==> config.mk <==
export PLATFORM = sky130hd
export DESIGN_NAME = instruction_prefetch
export DESIGN_NICKNAME = d
export VERILOG_FILES = /design/src/rtl/instruction_prefetch_pkg.sv /design/src/rtl/instruction_prefetch_fetch_queue.sv /design/src/rtl/instruction_prefetch.sv
export SDC_FILE = /design/constraint.sdc
export NUM_CORES = 1
export LEC_CHECK = 0
export CORE_UTILIZATION = 60
export CTS_CLUSTER_SIZE = 16
export DETAILED_ROUTE_END_ITERATION = 10
export PLACE_DENSITY = 0.94
export SLEW_MARGIN = 20
export SYNTH_ARGS = -nofsm -noshare
export SYNTH_HDL_FRONTEND = slang
export SYNTH_SLANG_ARGS = --single-unit
==> constraint.sdc <==
create_clock -name f_clk -period 5 [get_ports f_clk]
set_input_delay 1 -clock f_clk [delete_from_list [all_inputs] [get_ports f_clk]]
set_output_delay 1 -clock f_clk [all_outputs]
set_load 0.02 [all_outputs]
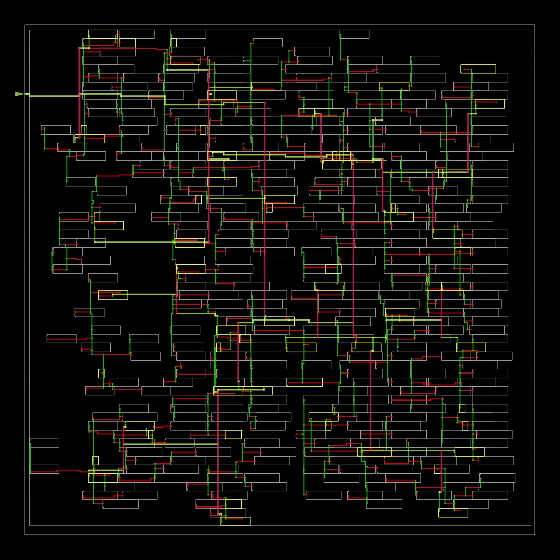
**Above:** run 1 (clock nets).
insertion delay at the late pin of the worst-skew pair: 0.52 ns
FFs & Latches: 363
sinks on the clock net: 363
number of buffers created by CTS: 36
power attributed to the clock group: 2.66 mW

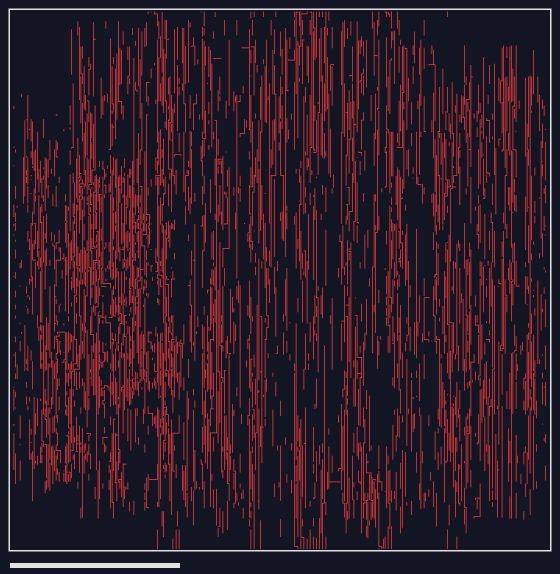
**Above:** run 1 (met2 routing).
Scale bar: 50 µm.
The longest straight run is 92.1 µm. The layer carries 15,900 µm of wire.
GR Layer Usage met2: 0.445
routed wire length: 31,900 µm
vias: 8,533

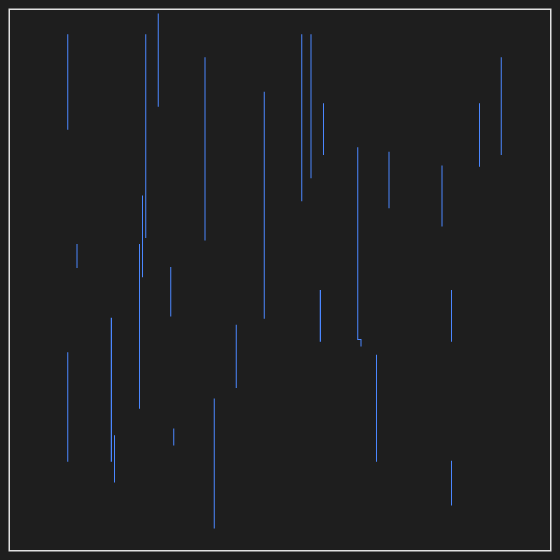
**Above:** run 1 (M4 wires).
The layer holds 2.5% of the routed length. The layer carries 798 µm of wire. The wires run mostly vertical. 17 nets have wire on it.

==> qor_table.md <==
| Metric | Value | Unit |
| --- | --- | --- |
| Status | complete, no violations | - |
| Placed wire-length estimate | 19,600 | µm |
| Root Buffer | clkbuf_16 | - |
| Remaining global-route overflow | 0 | - |
| Worst path setup slack after routing | 0.523 | ns |
| Largest register FFs | 256 | - |
| Count of clock buffers in the final design | 49 | - |
| Count of port buffers added during placement | 171 | - |
| Worst Clk Skew | 0.0163 | ns |
| Global Route Usage Sum | 0.262 | - |
| Adders+Majority by Area | 0.0115 | - |
| Number of distinct library cell variants in the gate-level netlist after synthesis | 58 | - |
| Worst path cell trace | clkdlybuf4s50_1 -> nor2_1 -> ha_1 -> inv_1 -> ha_1 -> and3b_4 -> or4_2 -> a31oi_2 -> and2_1 -> dlymetal6s2s_1 | - |
| Gate Area | 0.00425 | mm² |
| Share of the core filled with cells | 0.747 | - |
| Capturing element type of the critical path | primary output | - |
| Reg2Reg Setup Slack | 2.12 | ns |
| Number of global-route vias before repair | 8,979 | - |
| Count of final hold-check violations | 0 | - |
| Cell resize tally after clock tree synthesis | 0 | - |
| Main synth FF type | edfxtp_1 | - |
| Cell area after synthesis | 0.0148 | mm² |
| Pwr Total | 6.24 | mW |
| # fillers | 1,386 | - |
| Depth of the critical timing path with buffers and inverters included | 10 | - |
| Largest voltage drop on the vdd net | 0.245 | mV |
| Portion of the post-synthesis area used by sequential elements | 0.698 | - |
| Final count of pins violating max slew | 0 | - |
| Mapped Nets | 962 | - |
| Post-synthesis share of cell area spent on and-or and or-and gates | 0.0365 | - |
| Cell area after layout | 0.0182 | mm² |
| Area figure in the yosys stat output | 0.0148 | mm² |
| Placeable core region | 0.0243 | mm² |
| Number of buffers added for setup after CTS | 0 | - |
| Number of hold buffers added after CTS | 0 | - |
| PD cells | 344 | mW/mm² |
| Number of tapcells | 324 | - |
| Fin crit share | 0.895 | - |
| Final setup fails | 0 | - |
| Data arrival, critical path | 3.48 | ns |
| Clock buffers and inverters, area share | 0.0651 | - |
| Number of synthesized flops with an enable pin | 256 | - |
| Non-clock inverter count | 15 | - |
| Cell type group with the largest total delay on the critical path | simple AND/OR/NAND/NOR gates | - |
| Relative area change from synthesis to final layout | 22.4 | % |
| Startpoint-to-endpoint class of the critical path | input pin to primary output | - |
| Number of warning messages in the yosys log | 0 | - |
| Max-cap violations | 0 | - |
| Minimum setup slack after placement | 0.159 | ns |
| Non-clock buffering overhead in the final layout | 0.104 | - |
| Number of logic gates | 454 | - |
| Sequential cell area | 0.0104 | mm² |
| Layout net count | 1,141 | - |
| Core utilization before placement | 0.610 | - |
| DR pass1 iterations | 7 | - |
| Post-route setup TNS | 0 | ns |
| Die height | 159 | µm |
| Post-route ant nets | 0 | - |
| Fraction of the mapped netlist area in simple logic gates | 0.0751 | - |
| Type of origin of the critical path | input pin | - |
| Max stage delay on crit path | 0.63 | ns |
| Placed cell areas | 0.0170 | mm² |
| Number of cells on the worst reg-to-reg path | 8 | - |
| Mean cell area of the mapped netlist | 16.9 | µm² |
| Logic share of the area | 0.234 | - |
| Post-synthesis xor/xnor area fraction | 0.0148 | - |
| Worst hold path cell count | 0 | - |
| Layout cells sized above 1 | 0.206 | - |
| Fmax | 223 | MHz |
| CP bufs+invs | 3 | - |
| Die footprint | 0.0254 | mm² |
| Number of antenna violations at the first check in global routing | 0 | - |
| Dominant kind of combinational cell | multiplexers | - |
| Pin count of the biggest net entering global routing | 67 | - |
| Worst EP required | 4.00 | ns |
| H-tree level count | 2 | - |
| Cells after Synth | 878 | - |
| Async set-or-reset flop fraction in the synthesized netlist | 0.295 | - |
| Non-CTS buffers | 187 | - |
| First-pass GRT wire length | 50,100 | µm |
| Number of logged tool warnings | 32 | - |
| Horizontal die dimension | 159 | µm |
| Routed length per instance | 22.7 | µm |
| GP Congestion | 0.899 | - |
| Via/cell ratio | 6.06 | - |
| Synthesized registers | 363 | - |
| Final critical path time including I/O delays and setup | 4.48 | ns |
| Cell with the most instances on the worst path | ha_1 | - |
| CTS clock-pin slew for the worst setup and hold paths | 0.06 | ns |
| Worst-Margin Slew | 1.02 | ns |
| Count of instantiated cells in the yosys netlist | 878 | - |
| Slew margin rel. | 0.322 | - |
| Master of the slowest instance on the critical path | or4_2 | - |
| Crit Path Max Fanout | 5 | - |
| CTS tree | built | - |
| Top Ports | 172 | - |
| Top cells excl fill/tap | 256 x edfxtp_1, 169 x clkdlybuf4s50_1, 105 x dfrtp_1 | - |
| Standard-cell row count | 57 | - |
| Setup repair after global routing missed its margin | no | - |
| Leak | 6.25 | nW |
| Maximum count of clock buffers along a single path | 3 | - |
| Dominant logic cell type in the layout | edfxtp_1 | - |
| Largest cell class by area | registers | - |
| Mux share of post-synthesis cell area | 0.147 | - |
| Type of the most critical hold path | flop to flop | - |
| Number of diodes | 0 | - |
| Iter 0 DRT Violations | 701 | - |
| Sequential portion of the cell area | 0.571 | - |
| Residual DRC | 0 | - |
## run 1: power breakdown
| group | leakage (nW) | total (mW) | internal (mW) | switching [mW] |
|---|---|---|---|---|
| registers | 3.65 | 3.34 | 3.27 | 0.0701 |
| clock network | 0.598 | 2.66 | 1.57 | 1.09 |
| logic | 2.00 | 0.242 | 0.126 | 0.115 |
| total | 6.25 | 6.24 | 4.97 | 1.27 |
## run 1: routing by layer
metal / GRT usage / vias up / routed length, µm
met5: 0 / - / 0
met4: 0.0887 / 0 / 797
met3: 0.0521 / 67 / 2610
met2: 0.445 / 421 / 15900
met1: 0.342 / 4301 / 12600
li1: - / 3744 / -
## run 1: synth_stat cells, types with 6 or more instances
cell | count | area share
edfxtp_1 | 256 | 0.52
ha_1 | 12 | 0.010
inv_1 | 12 | 0.0030
dfrtp_1 | 107 | 0.18
nand4_1 | 11 | 0.0046
mux4_2 | 64 | 0.097
nand2_1 | 34 | 0.0086
nor2b_1 | 65 | 0.027
nor4_1 | 7 | 0.0030
buf_2 | 9 | 0.0030
o21ai_0 | 24 | 0.0081
mux2_2 | 63 | 0.048
and2_1 | 12 | 0.0051
xnor2_1 | 19 | 0.011
nor3_1 | 10 | 0.0034
nand3_1 | 12 | 0.0040
xor2_1 | 6 | 0.0035
clkbuf_1 | 31 | 0.0078
a21oi_1 | 31 | 0.010
nor2_1 | 25 | 0.0063
## run 1: per-stage QoR
step / hold WS [ns] / cells
floorplan: 0.471 / 878
global placement: 0.483 / 1343
detailed placement: 0.499 / 1343
CTS: 0.502 / 1409
global route: 0.527 / 1409
finish: 0.498 / 1409
Power is estimated from default activity; no workload was simulated.
